### src/rtl/slice_sum_stage.sv
// slice_sum_stage
//   Sums two 32-bit operands with a 16-bit and an 8-bit slice result. The sum
//   is registered in a single pipeline slot (S1), then queued in a small
//   result FIFO that is drained with a valid/ready handshake. A sticky flag
//   records any carry out of bit 31.
//
//   Optional feature: define SLICE_SUM_SAT_EN to saturate the result to
//   32'hFFFF_FFFF whenever the sum carries out. Without it the wrapped sum is
//   returned. The overflow flag behaves the same in both builds.
//
// Ports
//   clk       in   single clock, rising edge
//   rst       in   asynchronous reset, active low
//   eee       in   upstream valid
//   in_ready  out  a beat presented on eee is accepted this cycle
//   bus_out   in   [15:0] slice bus result, unsigned
//   w2        in   [7:0]  slice byte result, unsigned
//   x, y      in   [31:0] operands, unsigned
//   z_valid   out  result available at FIFO head
//   z_ready   in   downstream accepts the head result
//   z         out  [31:0] FIFO head result
//   ovf       out  sticky carry-out flag
//   ovf_clr   in   synchronous clear of ovf (a carry push on the same edge wins)
//   count     out  FIFO occupancy, 0..DEPTH
module slice_sum_stage #(
  parameter int DEPTH = 4
) (
  input  logic                     clk,
  input  logic                     rst,
  input  logic                     eee,
  output logic                     in_ready,
  input  logic [15:0]              bus_out,
  input  logic [7:0]               w2,
  input  logic [31:0]              x,
  input  logic [31:0]              y,
  output logic                     z_valid,
  input  logic                     z_ready,
  output logic [31:0]              z,
  output logic                     ovf,
  input  logic                     ovf_clr,
  output logic [$clog2(DEPTH):0]   count
);

  localparam int AW = $clog2(DEPTH);
  // One extra bit so count + s1_valid can never wrap before the compare.
  localparam logic [AW+1:0] LP_DEPTH = (AW+2)'(DEPTH);

  logic          r_s1_valid;
  logic [31:0]   r_s1_data;
  logic          r_s1_carry;

  logic [31:0]   r_mem [DEPTH];
  logic [AW-1:0] r_wptr;
  logic [AW-1:0] r_rptr;
  logic [AW:0]   r_count;
  logic          r_ovf;

  logic [33:0]   w_sum;
  logic          w_carry;
  logic [31:0]   w_result;
  logic          w_accept;
  logic          w_push;
  logic          w_pop;
  logic [AW+1:0] w_occupied;

  assign w_sum = {2'b00, x} + {2'b00, y} + {18'd0, bus_out} + {26'd0, w2};
  assign w_carry = |w_sum[33:32];

`ifdef SLICE_SUM_SAT_EN
  assign w_result = w_carry ? 32'hFFFF_FFFF : w_sum[31:0];
`else
  assign w_result = w_sum[31:0];
`endif

  // S1 plus the FIFO never hold more than DEPTH beats, so the S1 slot can
  // always drain into the FIFO on the next edge without a stall path.
  assign w_occupied = {1'b0, r_count} + {{(AW+1){1'b0}}, r_s1_valid};
  assign in_ready   = (w_occupied < LP_DEPTH);

  assign w_accept = eee && in_ready;
  assign w_push   = r_s1_valid;
  assign w_pop    = z_valid && z_ready;

  assign z_valid = (r_count != '0);
  assign z       = r_mem[r_rptr];
  assign ovf     = r_ovf;
  assign count   = r_count;

  always_ff @(posedge clk or negedge rst) begin
    if (!rst) begin
      r_s1_valid <= 1'b0;
      r_s1_data  <= '0;
      r_s1_carry <= 1'b0;
    end else begin
      r_s1_valid <= w_accept;
      if (w_accept) begin
        r_s1_data  <= w_result;
        r_s1_carry <= w_carry;
      end
    end
  end

  // Storage is intentionally not reset; entries are only read once counted.
  always_ff @(posedge clk) begin
    if (w_push) begin
      r_mem[r_wptr] <= r_s1_data;
    end
  end

  always_ff @(posedge clk or negedge rst) begin
    if (!rst) begin
      r_wptr  <= '0;
      r_rptr  <= '0;
      r_count <= '0;
    end else begin
      if (w_push) begin
        r_wptr <= r_wptr + 1'b1;
      end
      if (w_pop) begin
        r_rptr <= r_rptr + 1'b1;
      end
      case ({w_push, w_pop})
        2'b10:   r_count <= r_count + 1'b1;
        2'b01:   r_count <= r_count - 1'b1;
        default: r_count <= r_count;
      endcase
    end
  end

  always_ff @(posedge clk or negedge rst) begin
    if (!rst) begin
      r_ovf <= 1'b0;
    end else if (w_push && r_s1_carry) begin
      r_ovf <= 1'b1;
    end else if (ovf_clr) begin
      r_ovf <= 1'b0;
    end
  end

endmodule

### config.mk
export PLATFORM = sky130hd
export DESIGN_NAME = slice_sum_stage
export DESIGN_NICKNAME = d
export VERILOG_FILES = /design/src/rtl/slice_sum_stage.sv
export SDC_FILE = /design/constraint.sdc
export NUM_CORES = 1
export LEC_CHECK = 0
export ABC_AREA = 0
export ABC_CLOCK_PERIOD_IN_PS = 2900
export CAP_MARGIN = 0
export CORE_ASPECT_RATIO = 0.8
export CORE_MARGIN = 8
export CORE_UTILIZATION = 25
export CTS_CLUSTER_DIAMETER = 200
export DETAILED_ROUTE_END_ITERATION = 7
export PLACE_DENSITY = 0.51
export SKIP_LAST_GASP = 1
export SYNTH_ARGS = -nofsm -noshare
export SYNTH_HDL_FRONTEND = slang
export SYNTH_SLANG_ARGS = --single-unit
### constraint.sdc
create_clock -name clk -period 2.9 [get_ports clk]
set_clock_uncertainty 0.15 [all_clocks]
set_input_delay 0.58 -clock clk [delete_from_list [all_inputs] [get_ports clk]]
set_output_delay 0.58 -clock clk [all_outputs]
set_load 0.02 [all_outputs]
Fig. 1: run 1, metal layers overlaid
Scale: 1 px per um.
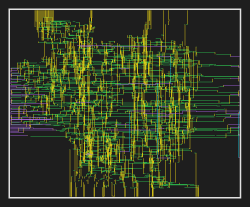
legend:
  met2:
    colour: yellow
    wire_length: 9,540 um
  met3:
    colour: purple
    wire_length: 1,230 um
  met1:
    colour: green
    wire_length: 11,000 um
  met4:
    colour: cyan
    wire_length: 187 um
Total GRT Usage: 10.3%
Post-Route WL: 21.9 mm
Vias: 5,997
Wirelength per Cell: 15.4 um

Fig. 2: run 1, signal wires on met3
Scale: 2 px per um.
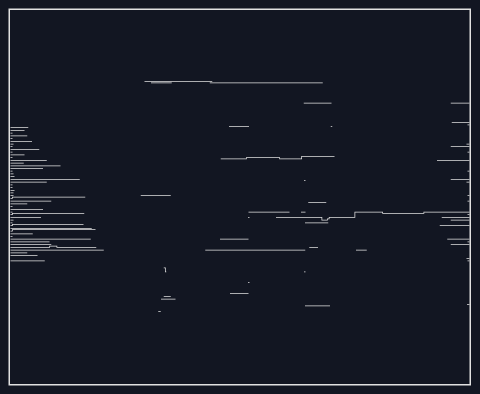
nets with wire on the layer: 83
main direction: horizontal
wire length on this layer: 1,230 um
share of all routed wire: 5.6%
met3 usage: 3.05%

Fig. 3: run 1, clock wires, drivers and flops
Scale: 2 px per um.
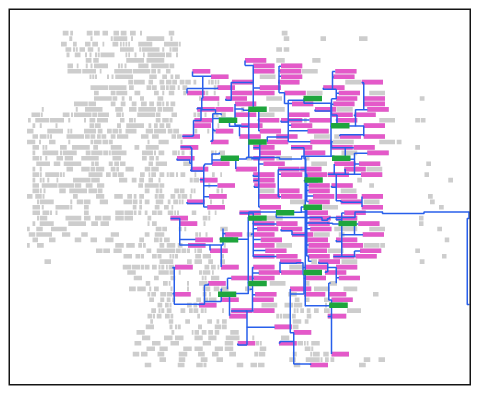
legend:
  cells driving clock nets:
    colour: green
    count: 17
  flip-flops:
    colour: magenta
    count: 170
  clock wires:
    colour: blue
    length: 1,880 um
routed clock nets: 18
P_clk: 2.19 mW
clk ins delay skew pair: 0.42 ns

Fig. 4: run 1, clock wiring as the flow saved it
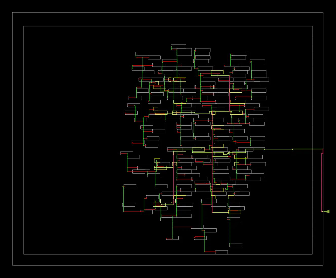
# clk buffers: 17
flip-flops: 170
clk sinks: 170

==> flow_summary.toml, run 1 <==
# synthesis and place-and-route metrics
[outcome]
outcome = "complete, but fails checks"
violations = "negative setup slack"

[cells_and_area]
postLayoutCellArea_um2 = 12900
comb_area_um2 = 4420
largest-register = "r_mem"
fill_cells = 3565
fin_cells = 1421

[synthesis]
yosys.area_share.adder_pct = 16.4
syn_inst = 683
synth.cell_area_um2 = 9140
mux_share_pct = 7.99
synth.avg_cell_area_um2 = 13.4
ys_area_um2 = 9140
xor_area_share_pct = 2.11
synth_seq_share_pct = 53.5
yosys_cells = 683
synth.area.top_cells = "edfxtp_1 (42%), dfrtp_1 (11%), ha_1 (11%)"
synth_top_flop_cell = "edfxtp_1"
top_cells_by_count = "edfxtp_1 (128), inv_1 (94), ha_1 (78), nand2_1 (57), dfrtp_1 (42)"
synth-compound-area-share_pct = 9.24

[sta]
relSlewSlack_pct = 57.9
setup_viol = 26
fin_crit_sh_pct = 122
layout_setup_ws_ns = -0.645
tightest_slew_ns = 0.625

[hold_path]
worstHoldPathType = "reg2reg"
min_path_cells = 1
min_to = "count[2]$_DFFE_PN0P_"

[drt]
met2_length_mm = 9.54
first_pass_iters = 4
met3_wirelength_mm = 1.23

[pwr]
p_per_area_nw_per_um2 = 845
p_clk_share_pct = 20.1
powerComb_mw = 4.79

[floorplan]
fp.dieW_um = 230
die_y_um = 187

[placed_design]
gp_congestion = 0.771

[clock_tree]
cts_max_level = 4
cts_resized = 191
cts_root_buffer = "clkbuf_16"

[global_route]
grt_pass1_vias = 6367
grt.overflow.total = 0
grt_max_degree = 52

[critical_path]
crit_arrival_ns = 3.73
required_ns = 3.09
cp-endpoint = "r_s1_data[31]$_DFFE_PN0P_"
reg2reg_slack_ns = 0.65

[job]
warnings = 34
cap_violations = 0
-- run 1: worst max-delay path, stage by stage --
cell and delay (ns):
clkdlybuf4s15_1 0.17, inv_2 0.04, fa_2 0.53, inv_2 0.04, fa_1 0.49, ha_4 0.20, or4_4 0.56, o21ai_4 0.18
a21boi_4 0.09, o21ai_4 0.20, a211oi_4 0.13, a2111o_1 0.44, o211ai_1 0.09
-- run 1: final cells by class --
class                           count  share of cell area [%]
Clock buffer                       17                    3.29
Clock inverter                     15                    1.16
Inverter                           94                    2.75
Multi-Input combinational cell    401                    34.2
Sequential cell                   170                    37.8
Tap cell                          480                    4.64
Timing Repair Buffer              244                    16.2
-- run 1: layer usage --
metal	vias up	track usage [%]
met1	2906	14.5
li1	2963	-
met5	-	0
met4	0	2.29
met3	15	3.05
met2	113	15.5
==> run 1 -> run 2 <==
--- a/config.mk
+++ b/config.mk
@@ -8,13 +8,13 @@
 export ABC_AREA = 0
 export ABC_CLOCK_PERIOD_IN_PS = 2900
 export CAP_MARGIN = 0
-export CORE_ASPECT_RATIO = 0.8
 export CORE_MARGIN = 8
 export CORE_UTILIZATION = 25
 export CTS_CLUSTER_DIAMETER = 200
 export DETAILED_ROUTE_END_ITERATION = 7
 export PLACE_DENSITY = 0.51
 export SKIP_LAST_GASP = 1
+export SLEW_MARGIN = 15
 export SYNTH_ARGS = -nofsm -noshare
 export SYNTH_HDL_FRONTEND = slang
 export SYNTH_SLANG_ARGS = --single-unit
Fig. 5: run 2, signal wires on met3
Scale: 2 px per um.
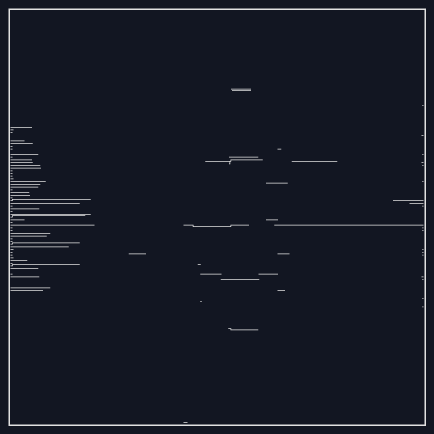
wire length on this layer: 909 um
main direction: horizontal
longest straight run: 74.3 um
share of all routed wire: 4.3%
nets with wire on the layer: 80
met3 usage: 2.42%
Post-Route WL: 21.3 mm

Fig. 6: run 2, clock wiring as the flow saved it
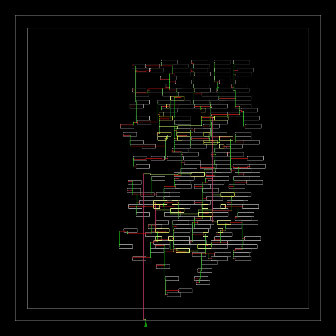
CTS Buf Count: 17
P_clk: 2.16 mW

==> run 2 against run 1 <==
The flow still finishes with violations (negative setup slack). Sequential cell count is the same. Critical path depth grew 1. Total power shrank 0.61%. Sequential power about the same. Fmax up 1.3%. Register-to-register slack improved by 0.02 ns. Largest power group unchanged. Highest routed layer unchanged.
==> flow_summary.toml, run 2 <==
# synthesis and place-and-route metrics
[outcome]
outcome = "complete, but fails checks"
violations = "negative setup slack"

[sta]
setup_viol = 25
fin_crit_sh_pct = 121
tns_ns = -9.96
drv_slew = 0
layout_setup_ws_ns = -0.598
tightest_slew_ns = 0.731
relSlewSlack_pct = 50.7

[synthesis]
synth-compound-area-share_pct = 9.24
ys_area_um2 = 9140
top_cells_by_count = "edfxtp_1 (128), inv_1 (94), ha_1 (78), nand2_1 (57), dfrtp_1 (42)"
synth_seq_share_pct = 53.5
synth.area.top_cells = "edfxtp_1 (42%), dfrtp_1 (11%), ha_1 (11%)"
mux_share_pct = 7.99
yosys_cells = 683
synth_top_flop_cell = "edfxtp_1"
syn_inst = 683
synth.cell_area_um2 = 9140
synth.avg_cell_area_um2 = 13.4

[drt]
first_pass_iters = 4

[job]
warnings = 34

[floorplan]
fp.dieW_um = 207
die_y_um = 207
n_tap_cell = 468

[hold_path]
min_path_cells = 1
min_to = "count[2]$_DFFE_PN0P_"
worstHoldPathType = "reg2reg"

[critical_path]
cp-endpoint = "r_s1_data[31]$_DFFE_PN0P_"
crit_chain = "clkdlybuf4s15_1 > inv_2 > fa_2 > fa_2 > inv_2 > ha_4 > and2_4 > or4_4 > o21ai_4 > a21boi_4 > o21ai_4 > a211oi_4 > a2111o_1 > o211ai_1"
reg2reg_slack_ns = 0.67
max_stage_delay_ns = 0.58
crit_arrival_ns = 3.68
critPathTopFamily = "AND-OR/OR-AND gates"
required_ns = 3.08
worst-path-stages = 14
cpMaxStageDelayCell = "fa_2"
critical_path_buf_inv_count = 3

[cells_and_area]
largest-register = "r_mem"
clock_buffers = 17
largest_class = "flip-flops and latches"
fill_cells = 3560
seq_cells = 170
n_all_buffers = 246
fin_cells = 1411
sh_comb_area_pct = 34.5
nNonClkInverters = 94
buf_share_pct = 16.4
clk_share_pct = 4.39

[global_route]
grtUsageTotal_pct = 9.93
grt.overflow.total = 0
grt_max_degree = 52
grt_pass1_vias = 6540

[pwr]
p_per_area_nw_per_um2 = 833
p_clk_share_pct = 19.9

[clock_tree]
clk_latency_ns = 0.42
cts_max_level = 4
cts.sinks = 170

[placed_design]
gp_congestion = 0.746
-- run 2: power groups by stage --
stage	sequential (mW)	combinational [mW]	clock, mW
final	3.95	4.76	2.16
after global routing	4.03	5.23	2.30
after CTS	3.96	4.75	2.21
after detailed placement	3.99	4.47	0
after global placement	3.95	4.44	0
after floorplan	3.80	2.59	0
-- run 2: repair_timing --
item                       4_1_cts  5_1_grt
cloned                           1        0
resized                        220       56
hold endpoints to repair        18        0
pin swaps                       90       48
setup buffers                   28        4
hold buffers                     1        0
setup endpoints to repair       59       28
-- run 2: layer usage --
layer | track usage (%) | vias to the layer above | wire (um)
met3 | 2.42 | 11 | 909
met5 | 0 | - | 0
li1 | - | 2971 | -
met1 | 13.0 | 2912 | 10200
met4 | 2.51 | 0 | 187
met2 | 16.3 | 103 | 10000
Fig. 7: run 2, metal layers overlaid
Scale: 1.5 px per um.
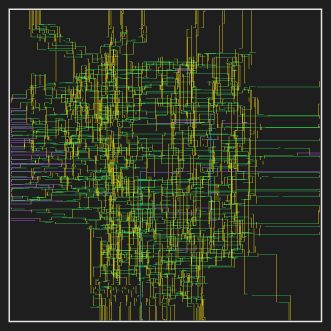

==> run 2 -> run 3 <==
--- a/config.mk
+++ b/config.mk
@@ -9,10 +9,10 @@
 export ABC_CLOCK_PERIOD_IN_PS = 2900
 export CAP_MARGIN = 0
 export CORE_MARGIN = 8
-export CORE_UTILIZATION = 25
+export CORE_UTILIZATION = 55
 export CTS_CLUSTER_DIAMETER = 200
 export DETAILED_ROUTE_END_ITERATION = 7
-export PLACE_DENSITY = 0.51
+export PLACE_DENSITY = 0.88
 export SKIP_LAST_GASP = 1
 export SLEW_MARGIN = 15
 export SYNTH_ARGS = -nofsm -noshare
Fig. 8: run 3, metal layers overlaid
Scale: 2 px per um.
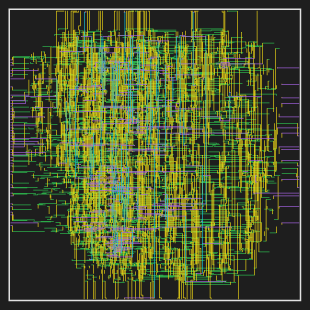
legend:
  met1:
    colour: green
    wire_length: 10,100 um
  met4:
    colour: cyan
    wire_length: 1,700 um
  met3:
    colour: purple
    wire_length: 2,180 um
  met2:
    colour: yellow
    wire_length: 14,700 um
Total GRT Usage: 25.3%
Vias: 7,144
Wirelength per Cell: 24.6 um
Post-Route WL: 28.7 mm

==> run 3 against run 2 <==
Core utilization grew 43 points. Largest power group unchanged. Setup slack lost 0.27 ns. Largest cell class unchanged. Via count grew 19%. First-iteration DRC count grew to 3.2 times the previous value. Non-clock buffer count grew 5. Die size shrank 51%. The run still ends with negative setup slack left. Synthesized area is the same.
==> flow_summary.toml, run 3 <==
# synthesis and place-and-route metrics
[sta]
relSlewSlack_pct = 35.4
layout_setup_ws_ns = -0.873
tightest_slew_ns = 0.969
fin_crit_sh_pct = 130
setup_viol = 27

[clock_tree]
cts_root_buffer = "clkbuf_16"
cts_max_level = 4
cts_resized = 274

[placed_design]
gp_congestion = 0.837

[pwr]
p_per_area_nw_per_um2 = 909
power_sequential_mw = 4.07
power_leader = "combinational logic"
powerComb_mw = 5.37
p_clk_mw = 2.39

[critical_path]
reg2reg_slack_ns = 0.50
critPathMostFrequentCell = "fa_1"
critical_path_buf_inv_count = 5
worst-path-stages = 15
critPathTopFamily = "adder cells"
cpMaxStageDelayCell = "fa_1"

[synthesis]
synth.avg_cell_area_um2 = 13.4
synth_top_flop_cell = "edfxtp_1"
top_cells_by_count = "edfxtp_1 (128), inv_1 (94), ha_1 (78), nand2_1 (57), dfrtp_1 (42)"
synth_seq_share_pct = 53.5

[cells_and_area]
largest-register = "r_mem"
fin_cells = 1169
postLayoutCellArea_um2 = 13000

[global_route]
grtUsageMet2_pct = 44.4
grt.overflow.total = 0
use_met1_pct = 28.0
grt_busiest_layer = "met2"
met3_usage_pct = 5.10

[drt]
maxUsedRoutingLayer = "met4"
met3_wirelength_mm = 2.18
first_pass_iters = 6

[job]
cap_violations = 0
warnings = 34

[outcome]
violations = "negative setup slack"
outcome = "complete, but fails checks"

[floorplan]
fp.dieW_um = 145
Fig. 9: run 3, clock wires, drivers and flops
Scale: 3 px per um.
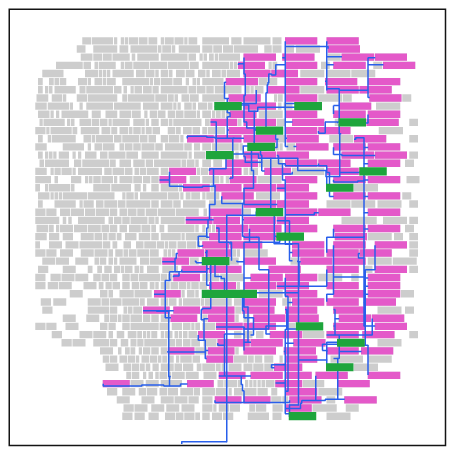
legend:
  flip-flops:
    colour: magenta
    count: 170
  clock wires:
    colour: blue
    length: 1,920 um
  cells driving clock nets:
    colour: green
    count: 17
routed clock nets: 18
clk ins delay skew pair: 0.43 ns
power share of the clock group: 20.2%

## run 3: cell counts after synthesis
Identical to the previous run, type by type.
## run 3: cell families (layout without fill, tap and decap cells)
| family | after synthesis | count (layout) | share of synthesized area, % |
|---|---|---|---|
| AOI/OAI and AO/OA | 121 | 121 | 9.24 |
| xor gates and xnor gates | 22 | 22 | 2.11 |
| adders and majority gates | 104 | 104 | 16.4 |
| buffers and inverters | 112 | 377 | 4.61 |
| DFF | 170 | 170 | 53.5 |
| muxes | 33 | 33 | 7.99 |
| other | 0 | 1 | 0 |
| and+or+nand+nor | 121 | 121 | 6.13 |
## run 3: layout make-up
cell class	count	area share (%)
clock buffer	18	3.30
inverter	94	2.75
sequential	170	37.6
antenna	1	0.0192
tap	220	2.12
timing repair buffer	251	17.1
clock inverter	14	1.42
multi-input combinational	401	35.7
No activity file was given, so power comes from the tool's default toggle rates.
